Figure 1. Selected gate families (run 1).
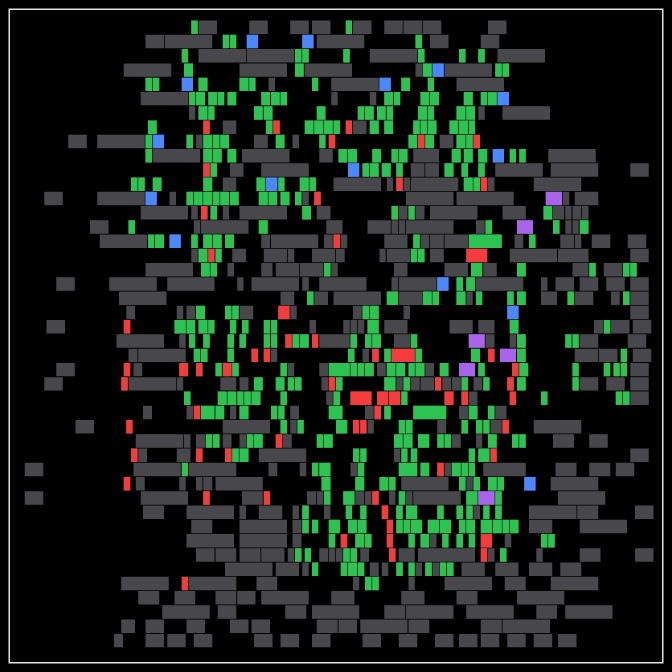
Figure 2. Clock wires, drivers and flops (run 1).
Bar = 20 µm.
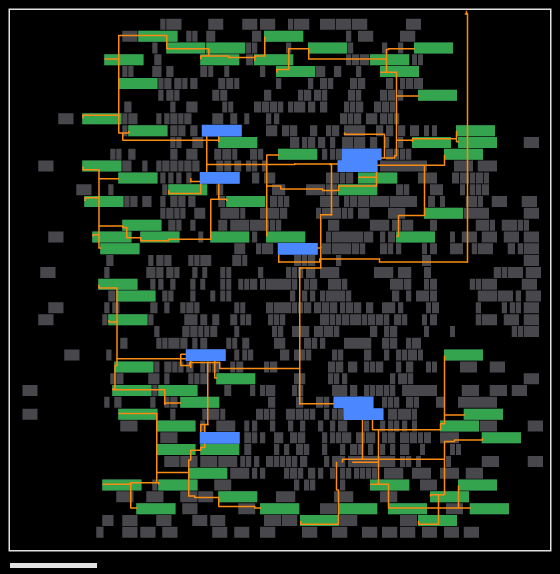
Figure 3. Cells colored by class (run 1).
Bar = 20 µm.
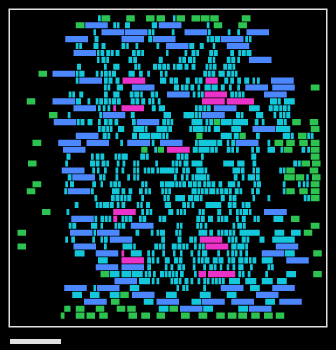
**config.mk**
```make
export PLATFORM = sky130hd
export DESIGN_NAME = mario_poll_scheduler
export DESIGN_NICKNAME = d
export VERILOG_FILES = /design/src/rtl/mario_pkg.sv /design/src/rtl/mario_probe_addr.sv /design/src/rtl/mario_poll_scheduler.sv
export SDC_FILE = /design/constraint.sdc
export NUM_CORES = 1
export LEC_CHECK = 0
export ABC_AREA = 1
export CORE_MARGIN = 1.5
export CORE_UTILIZATION = 35
export DETAILED_ROUTE_END_ITERATION = 6
export PLACE_DENSITY = 0.6
export SYNTH_ARGS = -nofsm -noshare
export SYNTH_HDL_FRONTEND = slang
export SYNTH_SLANG_ARGS = --single-unit
```
**constraint.sdc**
```tcl
create_clock -name Clk -period 5.5 [get_ports Clk]
set_clock_uncertainty 0.1 [all_clocks]
set_input_delay 0.825 -clock Clk [delete_from_list [all_inputs] [get_ports Clk]]
set_output_delay 0.825 -clock Clk [all_outputs]
set_load 0.01 [all_outputs]
```
**src/rtl/mario_pkg.sv**
```systemverilog
// Shared types and constants for the Mario collision-probe scheduler.
package mario_pkg;

  localparam logic [2:0] TILE_AIR    = 3'b000;
  localparam logic [2:0] TILE_OFFMAP = 3'b111;

  typedef enum logic [1:0] {DIR_UP, DIR_DOWN, DIR_LEFT, DIR_RIGHT} dir_t;

  typedef enum logic [1:0] {S_IDLE, S_ISSUE, S_CAPTURE, S_COMMIT} poll_state_t;

  // Probe order within one sweep: UP -> DOWN -> LEFT -> RIGHT.
  function automatic dir_t next_dir(input dir_t d);
    case (d)
      DIR_UP:   return DIR_DOWN;
      DIR_DOWN: return DIR_LEFT;
      DIR_LEFT: return DIR_RIGHT;
      default:  return DIR_UP;
    endcase
  endfunction

endpackage

```
**src/rtl/mario_probe_addr.sv**
```systemverilog
// Maps a position snapshot plus probe direction to a tile-map address and an off-map flag.
module mario_probe_addr
  import mario_pkg::*;
#(
  parameter int TILE_SHIFT  = 4,
  parameter int MAP_COLS_LG = 6,
  parameter int MAP_ROWS    = 30,
  parameter int ADDR_W      = 11,
  parameter int HALF_X      = 20,
  parameter int HALF_Y      = 20
) (
  input  logic [9:0]        x_i,
  input  logic [9:0]        y_i,
  input  logic [10:0]       scroll_i,
  input  dir_t              dir_i,
  output logic [ADDR_W-1:0] addr_o,
  output logic              off_map_o
);

  // 13 bits signed covers X + Scroll_X + HALF_X without wrapping.
  localparam int CW = 13;

  logic signed [CW-1:0] wx, wy, px, py;
  logic        [CW-1:0] col, row;

  // Probe point selection, tile coordinates and range check.
  always_comb begin
    wx = $signed({3'b000, x_i}) + $signed({2'b00, scroll_i});
    wy = $signed({3'b000, y_i});
    px = wx;
    py = wy;
    case (dir_i)
      DIR_UP:   py = wy - CW'(HALF_Y + 1);
      DIR_DOWN: py = wy + CW'(HALF_Y);
      DIR_LEFT: px = wx - CW'(HALF_X + 1);
      default:  px = wx + CW'(HALF_X);
    endcase
    col       = px >>> TILE_SHIFT;
    row       = py >>> TILE_SHIFT;
    off_map_o = px[CW-1] | py[CW-1] | (row >= CW'(MAP_ROWS)) | (col >= CW'(2 ** MAP_COLS_LG));
    addr_o    = off_map_o ? '0 : ADDR_W'((row << MAP_COLS_LG) + col);
  end

endmodule

```
**src/rtl/mario_poll_scheduler.sv**
```systemverilog
// Once-per-frame sweep of the four collision probes through the shared tile-map read port.
module mario_poll_scheduler
  import mario_pkg::*;
#(
  parameter int TILE_SHIFT  = 4,
  parameter int MAP_COLS_LG = 6,
  parameter int MAP_ROWS    = 30,
  parameter int ADDR_W      = 11,
  parameter int HALF_X      = 20,
  parameter int HALF_Y      = 20,
  parameter int STARVE_MAX  = 8
) (
  input  logic              Clk,
  input  logic              Reset_n,
  input  logic              frame_clk,
  input  logic [9:0]        Mario_X_Pos,
  input  logic [9:0]        Mario_Y_Pos,
  input  logic [10:0]       Scroll_X,
  input  logic              render_req,
  input  logic [ADDR_W-1:0] render_addr,
  output logic              render_grant,
  output logic [ADDR_W-1:0] ram_addr,
  input  logic [2:0]        ram_data,
  output logic [2:0]        mario_poll_up,
  output logic [2:0]        mario_poll_down,
  output logic [2:0]        mario_poll_left,
  output logic [2:0]        mario_poll_right,
  output logic              poll_valid,
  output logic              poll_busy
);

  localparam int SW = $clog2(STARVE_MAX + 1);

  poll_state_t       state_q, state_d;
  dir_t              dir_q, dir_d;
  logic              frame_meta_q, frame_sync_q, frame_prev_q, frame_edge;
  logic              pending_q, pending_d;
  logic [SW-1:0]     starve_q, starve_d;
  logic [9:0]        x_q, y_q;
  logic [10:0]       scroll_q;
  logic [3:0][2:0]   shadow_q, shadow_d, polls_q;
  logic              snap_en, commit, force_poll;
  logic [ADDR_W-1:0] probe_addr;
  logic              probe_off;

  assign frame_edge = frame_sync_q & ~frame_prev_q;

  mario_probe_addr #(
    .TILE_SHIFT (TILE_SHIFT),
    .MAP_COLS_LG(MAP_COLS_LG),
    .MAP_ROWS   (MAP_ROWS),
    .ADDR_W     (ADDR_W),
    .HALF_X     (HALF_X),
    .HALF_Y     (HALF_Y)
  ) u_probe (
    .x_i      (x_q),
    .y_i      (y_q),
    .scroll_i (scroll_q),
    .dir_i    (dir_q),
    .addr_o   (probe_addr),
    .off_map_o(probe_off)
  );

  // State, synchroniser, snapshot, starve counter, shadow and committed outputs.
  always_ff @(posedge Clk or negedge Reset_n) begin
    if (!Reset_n) begin
      state_q      <= S_IDLE;
      dir_q        <= DIR_UP;
      frame_meta_q <= 1'b0;
      frame_sync_q <= 1'b0;
      frame_prev_q <= 1'b0;
      pending_q    <= 1'b0;
      starve_q     <= '0;
      x_q          <= '0;
      y_q          <= '0;
      scroll_q     <= '0;
      shadow_q     <= '0;
      polls_q      <= {4{TILE_AIR}};
    end else begin
      state_q      <= state_d;
      dir_q        <= dir_d;
      frame_meta_q <= frame_clk;
      frame_sync_q <= frame_meta_q;
      frame_prev_q <= frame_sync_q;
      pending_q    <= pending_d;
      starve_q     <= starve_d;
      shadow_q     <= shadow_d;
      if (snap_en) begin
        x_q      <= Mario_X_Pos;
        y_q      <= Mario_Y_Pos;
        scroll_q <= Scroll_X;
      end
      if (commit) polls_q <= shadow_d;
    end
  end

  // Sweep sequencing and RAM port arbitration.
  always_comb begin
    state_d      = state_q;
    dir_d        = dir_q;
    pending_d    = pending_q | frame_edge;
    starve_d     = starve_q;
    shadow_d     = shadow_q;
    snap_en      = 1'b0;
    commit       = 1'b0;
    force_poll   = 1'b0;
    render_grant = render_req;
    case (state_q)
      S_IDLE: begin
        if (pending_q) begin
          pending_d = frame_edge;
          snap_en   = 1'b1;
          dir_d     = DIR_UP;
          state_d   = S_ISSUE;
        end
      end
      S_ISSUE: begin
        if (probe_off) begin
          shadow_d[dir_q] = TILE_OFFMAP;
          state_d         = S_CAPTURE;
        end else begin
          force_poll   = (starve_q == SW'(STARVE_MAX));
          render_grant = render_req & ~force_poll;
          if (render_grant) begin
            starve_d = starve_q + SW'(1);
          end else begin
            starve_d = '0;
            state_d  = S_CAPTURE;
          end
        end
      end
      S_CAPTURE: begin
        // Off-map slots already hold TILE_OFFMAP from the ISSUE cycle.
        if (!probe_off) shadow_d[dir_q] = ram_data;
        if (dir_q == DIR_RIGHT) begin
          commit  = 1'b1;
          state_d = S_COMMIT;
        end else begin
          dir_d   = next_dir(dir_q);
          state_d = S_ISSUE;
        end
      end
      default: state_d = S_IDLE;
    endcase
    ram_addr = render_grant ? render_addr : ((state_q == S_IDLE) ? '0 : probe_addr);
  end

  assign poll_valid       = (state_q == S_COMMIT);
  assign poll_busy        = (state_q == S_ISSUE) || (state_q == S_CAPTURE);
  assign mario_poll_up    = polls_q[DIR_UP];
  assign mario_poll_down  = polls_q[DIR_DOWN];
  assign mario_poll_left  = polls_q[DIR_LEFT];
  assign mario_poll_right = polls_q[DIR_RIGHT];

endmodule

```
==> impl_metrics.env, run 1 <==
# physical design summary
export IMPL_outcome="finished clean"
export IMPL_numSynthFlops=67
export IMPL_die_area_mm2=0.01546
export IMPL_finalSetupViolations=0
export IMPL_buf_share_pct=12.23
export IMPL_ctsResizeCount=1
export IMPL_wire_per_inst_um=13.20
export IMPL_flop_cell="dfrtp_1"
export IMPL_fin_util_pct=44.23
export IMPL_clkbuf_count=12
export IMPL_top_cells_by_count="nand2_1, nand3_1, inv_1, dfrtp_1, nor2_1"
export IMPL_clock_sinks=67
export IMPL_min_to="frame_sync_q$_DFF_PN0_"
export IMPL_clk_share_pct=5.002
export IMPL_buffers=80
export IMPL_htreeDepth=3
export IMPL_cts_clk_slew_worst_paths_ps=60
export IMPL_cts_root_buffer="clkbuf_16"
export IMPL_via_per_inst=4.969
export IMPL_crit_fanout=26
export IMPL_rsz0062_at_grt="no"
export IMPL_grt_start_max_net_pins=68
export IMPL_crit_start="scroll_q[0]$_DFFE_PN0P_"
export IMPL_flop_area_mm2=0.001677
export IMPL_rr_startpoint="scroll_q[0]$_DFFE_PN0P_"
export IMPL_ys_sh_simple_pct=37.73
export IMPL_area_leaders="dfrtp_1, nand2_1, nand3_1"
export IMPL_hold_start="frame_meta_q$_DFF_PN0_"
export IMPL_finalMaxSlewViolations=0
export IMPL_instances_no_fill=994
export IMPL_cap_violations=0
export IMPL_edf_count=0
export IMPL_cts_tree="built"
export IMPL_synth_area_per_cell_um2=6.983
export IMPL_top_layer="met4"
export IMPL_inverters_excl_clock=84
export IMPL_n_fill_cell=1480
export IMPL_met1_length_um=6669
export IMPL_layout_drive_gt1_share_pct=9.630
export IMPL_ios=75
export IMPL_fin_crit_ps=5107
export IMPL_relSlewSlack_pct=41.83
export IMPL_drc=0
export IMPL_crit_family="simple AND/OR/NAND/NOR gates"
export IMPL_worstMarginPinSlew_ps=872.5
export IMPL_largest_class="multi-input combinational cells"
export IMPL_start_kind="flip-flop"
export IMPL_grt_met3_usage_pct=2.964
export IMPL_antenna_cells=0
export IMPL_worstPathArrival_ps=4180
export IMPL_r2r_end="mario_poll_right[2]$_DFFE_PN0P_"
export IMPL_synth_stat_cells=738
export IMPL_grt_pass1_vias=4645
export IMPL_ys_seq_share_pct=32.53
export IMPL_clock_latency_ps=330
export IMPL_crit_path_end_kind="primary output"
export IMPL_r2r_setup_slack_ps=1970
export IMPL_nMultiInputCombCells=563
export IMPL_cp_depth=18
export IMPL_syn_cell_area_mm2=0.005154
export IMPL_ant_nets=0
export IMPL_cp_slowest_stage_delay_ps=560
export IMPL_port_buffers=74
export IMPL_grt_use_total_pct=17.53
export IMPL_most_common_cell="nand2_1"
export IMPL_hold_buffers=0
export IMPL_top_cell_area_share_pct=32.53
export IMPL_dp_slack_ps=334.5
export IMPL_final_nets=880
export IMPL_ys_warn_count=0
export IMPL_adder_share_pct=6.604
export IMPL_largest_reg_flops=12
Notes on Figure 1 above:
| family | color | cells | most used |
|---|---|---|---|
| nor cells | red | 62 | nor2_1 |
| xor and xnor cells | purple | 6 | xor2_1 |
| and/or cells | blue | 15 | and2_1 |
| nand cells | green | 358 | nand2_1 |

Notes on Figure 2 above:
[flip-flops] green | count: 67
[clock wires] orange | length: 1080 µm
[clock drivers] blue | count: 9
flops lie: spread over the die

Notes on Figure 3 above:
| class | color | cells |
|---|---|---|
| sequential cells | blue | 67 |
| remaining buffers and delay cells | green | 80 |
| clock drivers and dummy loads | magenta | 16 |
| combinational and other logic | cyan | 647 |

==> run 2: changes to the inputs <==
CORE_UTILIZATION = 25   (was 35)
PLACE_DENSITY = 0.48   (was 0.6)
==> run 2 against run 1 <==
  * First-iteration DRC count shrank 22%
  * Maximum frequency is 1.4% lower
  * Via count is 0.69% lower
  * Register-to-register slack worse by 100 ps
  * Cell area is 2.5% higher
  * Non-clock buffer count grew 4
  * Clock-buffer cell count decreased by 1
  * Cell count rose by 9.0%
  * Die size rose by 39%
  * Critical endpoint is now ram_addr[3]
  * Largest cell class unchanged
==> impl_metrics.env, run 2 <==
# physical design summary
export IMPL_rr_startpoint="scroll_q[0]$_DFFE_PN0P_"
export IMPL_placed_area_mm2=0.006166
export IMPL_top_cell_area_share_pct=32.53
export IMPL_outcome="finished clean"
export IMPL_grt_antenna_before_repair=0
export IMPL_ctsResizeCount=2
export IMPL_final_nets=884
export IMPL_drc=0
export IMPL_crit_fanout=26
export IMPL_grt_overflow_total=0
export IMPL_cts_tree="built"
export IMPL_finalSetupViolations=0
export IMPL_antenna_cells=0
export IMPL_clkbuf_count=11
export IMPL_layout_drive_gt1_share_pct=10.09
export IMPL_cp_slowest_cell="clkdlybuf4s50_1"
export IMPL_cp_depth=18
export IMPL_synth_area_per_cell_um2=6.983
export IMPL_nMultiInputCombCells=563
export IMPL_flop_area_mm2=0.001677
export IMPL_most_common_cell="nand2_1"
export IMPL_hold_start="frame_meta_q$_DFF_PN0_"
export IMPL_clk_share_pct=5.205
export IMPL_grt_use_total_pct=13.73
export IMPL_port_buffers=74
export IMPL_flop_cell="dfrtp_1"
export IMPL_htreeDepth=3
export IMPL_crit_path_end_kind="primary output"
export IMPL_largest_reg_flops=12
export IMPL_top_layer="met4"
export IMPL_ys_warn_count=0
export IMPL_ys_sh_simple_pct=37.73
export IMPL_r2r_end="mario_poll_right[2]$_DFFE_PN0P_"
export IMPL_clock_latency_ps=340
export IMPL_via_per_inst=4.529
export IMPL_cts_clk_slew_worst_paths_ps=60
export IMPL_instances_no_fill=1083
export IMPL_inverters_excl_clock=84
export IMPL_grt_pass1_vias=4755
export IMPL_finalMaxSlewViolations=0
export IMPL_syn_cell_area_mm2=0.005154
export IMPL_relSlewSlack_pct=55.46
export IMPL_grt_start_max_net_pins=45
export IMPL_met1_length_um=7100
export IMPL_die_area_mm2=0.02149
export IMPL_wire_per_inst_um=13.19
export IMPL_adder_share_pct=6.604
export IMPL_cap_violations=0
export IMPL_crit_start="scroll_q[0]$_DFFE_PN0P_"
export IMPL_dp_slack_ps=283.9
export IMPL_grt_met3_usage_pct=2.625
export IMPL_ant_nets=0
export IMPL_r2r_setup_slack_ps=1870
export IMPL_worstMarginPinSlew_ps=668.1
export IMPL_cts_root_buffer="clkbuf_16"
export IMPL_clock_sinks=67
export IMPL_fin_crit_ps=5181
export IMPL_fin_util_pct=32.43
export IMPL_top_cells_by_count="nand2_1, nand3_1, inv_1, dfrtp_1, nor2_1"
export IMPL_numSynthFlops=67
export IMPL_cp_slowest_stage_delay_ps=560
export IMPL_crit_family="simple AND/OR/NAND/NOR gates"
export IMPL_edf_count=0
export IMPL_largest_class="multi-input combinational cells"
export IMPL_min_to="frame_sync_q$_DFF_PN0_"
export IMPL_synth_stat_cells=738
export IMPL_ys_seq_share_pct=32.53
export IMPL_rsz0062_at_grt="no"
export IMPL_worstPathArrival_ps=4260
export IMPL_hold_buffers=0
export IMPL_n_fill_cell=2180
export IMPL_ios=75
export IMPL_buf_share_pct=12.39
export IMPL_mux_area_share_pct=5.025
export IMPL_area_leaders="dfrtp_1, nand2_1, nand3_1"
export IMPL_buffers=84
export IMPL_start_kind="flip-flop"
export IMPL_die_w_um=146.6
export IMPL_rr_worst_depth=21
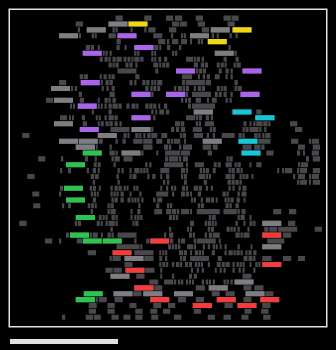
Figure 4: run 2, where the registers sit.
Bar = 50 µm.
| signal | color | placed flops |
|---|---|---|
| y_q | green | 10 |
| mario_poll_left | yellow | 3 |
| starve_q | cyan | 4 |
| shadow_q | purple | 12 |
| scroll_q | red | 11 |

==> run 3: changes to the inputs <==
SLEW_MARGIN = 20   (was default)
==> run 3 against run 2 <==
  * Global-route usage did not move
  * Synthesized cell count is the same
==> impl_metrics.env, run 3 <==
# physical design summary
export IMPL_outcome="finished clean"
export IMPL_grt_pass1_vias=4755
export IMPL_cts_root_buffer="clkbuf_16"
export IMPL_crit_fanout=26
export IMPL_crit_type="reg -> out"
export IMPL_place_hpwl_um=10550
export IMPL_adder_share_pct=6.604
export IMPL_clock_sinks=67
export IMPL_clk_share_pct=5.205
export IMPL_start_kind="flip-flop"
export IMPL_ios=75
export IMPL_grt_antenna_before_repair=0
export IMPL_buffers=84
export IMPL_flop_cell="dfrtp_1"
export IMPL_wire_per_inst_um=13.19
export IMPL_hold_start="frame_meta_q$_DFF_PN0_"
export IMPL_r2r_setup_slack_ps=1870
export IMPL_largest_reg_flops=12
export IMPL_port_buffers=74
export IMPL_numSynthFlops=67
export IMPL_finalSetupViolations=0
export IMPL_cap_violations=0
export IMPL_firstDrtPassIters=5
export IMPL_worstPathArrival_ps=4260
export IMPL_antenna_cells=0
export IMPL_dp_slack_ps=283.9
export IMPL_mux_area_share_pct=5.025
export IMPL_via_per_inst=4.529
export IMPL_nMultiInputCombCells=563
export IMPL_fin_util_pct=32.43
export IMPL_flop_area_mm2=0.001677
export IMPL_clkbuf_count=11
export IMPL_synth_stat_cells=738
export IMPL_ys_seq_share_pct=32.53
export IMPL_largest_class="multi-input combinational cells"
export IMPL_grt_met3_usage_pct=2.625
export IMPL_buf_share_pct=12.39
export IMPL_crit_family="simple AND/OR/NAND/NOR gates"
export IMPL_layout_drive_gt1_share_pct=10.09
export IMPL_placed_area_mm2=0.006166
export IMPL_clock_latency_ps=340
export IMPL_comb_area_mm2=0.003078
export IMPL_ctsResizeCount=2
export IMPL_design_seq_count=67
export IMPL_ys_warn_count=0
export IMPL_crit_start="scroll_q[0]$_DFFE_PN0P_"
export IMPL_cp_slowest_stage_delay_ps=560
export IMPL_grt_overflow_total=0
export IMPL_rr_worst_depth=21
export IMPL_top_cell_area_share_pct=32.53
export IMPL_cts_clk_slew_worst_paths_ps=60
export IMPL_vias=4905
export IMPL_area_leaders="dfrtp_1, nand2_1, nand3_1"
export IMPL_n_fill_cell=2180
export IMPL_syn_cell_area_mm2=0.005154
export IMPL_worstMarginPinSlew_ps=668.1
export IMPL_cp_slowest_cell="clkdlybuf4s50_1"
export IMPL_met1_length_um=7100
export IMPL_most_common_cell="nand2_1"
export IMPL_relSlewSlack_pct=55.46
export IMPL_ys_sh_simple_pct=37.73
export IMPL_die_area_mm2=0.02149
export IMPL_drc=0
export IMPL_synth_area_per_cell_um2=6.983
export IMPL_htreeDepth=3
export IMPL_hold_buffers=0
export IMPL_instances_no_fill=1083
export IMPL_inverters_excl_clock=84
export IMPL_grt_start_max_net_pins=45
export IMPL_cp_depth=18
export IMPL_top_cells_by_count="nand2_1, nand3_1, inv_1, dfrtp_1, nor2_1"
export IMPL_rsz0062_at_grt="no"
export IMPL_min_to="frame_sync_q$_DFF_PN0_"
export IMPL_edf_count=0
export IMPL_top_layer="met4"
export IMPL_cts_tree="built"
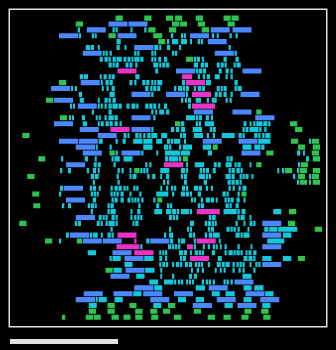
Figure 5: run 3, cells colored by class.
Bar = 50 µm.
| class | color | cells |
|---|---|---|
| clock drivers and dummy loads | magenta | 15 |
| combinational and other logic | cyan | 647 |
| remaining buffers and delay cells | green | 84 |
| sequential cells | blue | 67 |


==> notes/layouts.md <==
Pictures saved along the way, in no particular order.

Track usage over the die.
Plate I
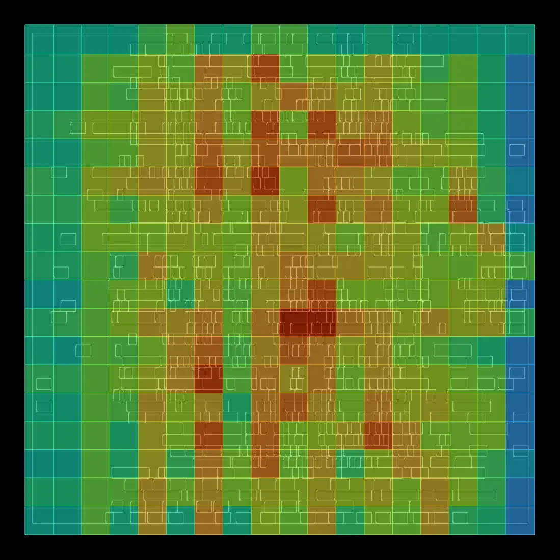
Plate II
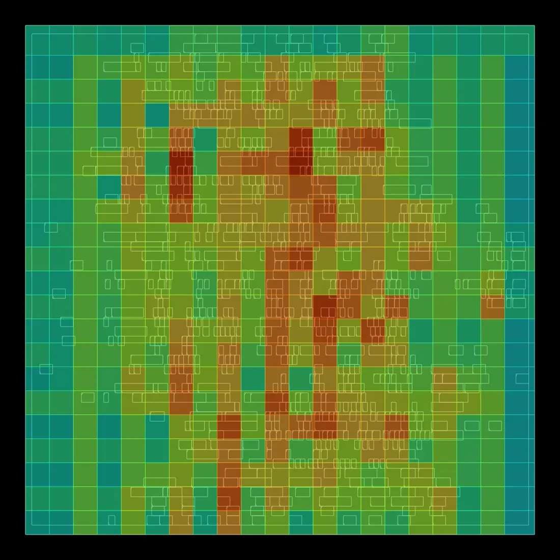
run 1 -> Plate I
run 3 -> Plate II
Of these, highest utilization: Plate I
Of these, highest track usage: Plate I

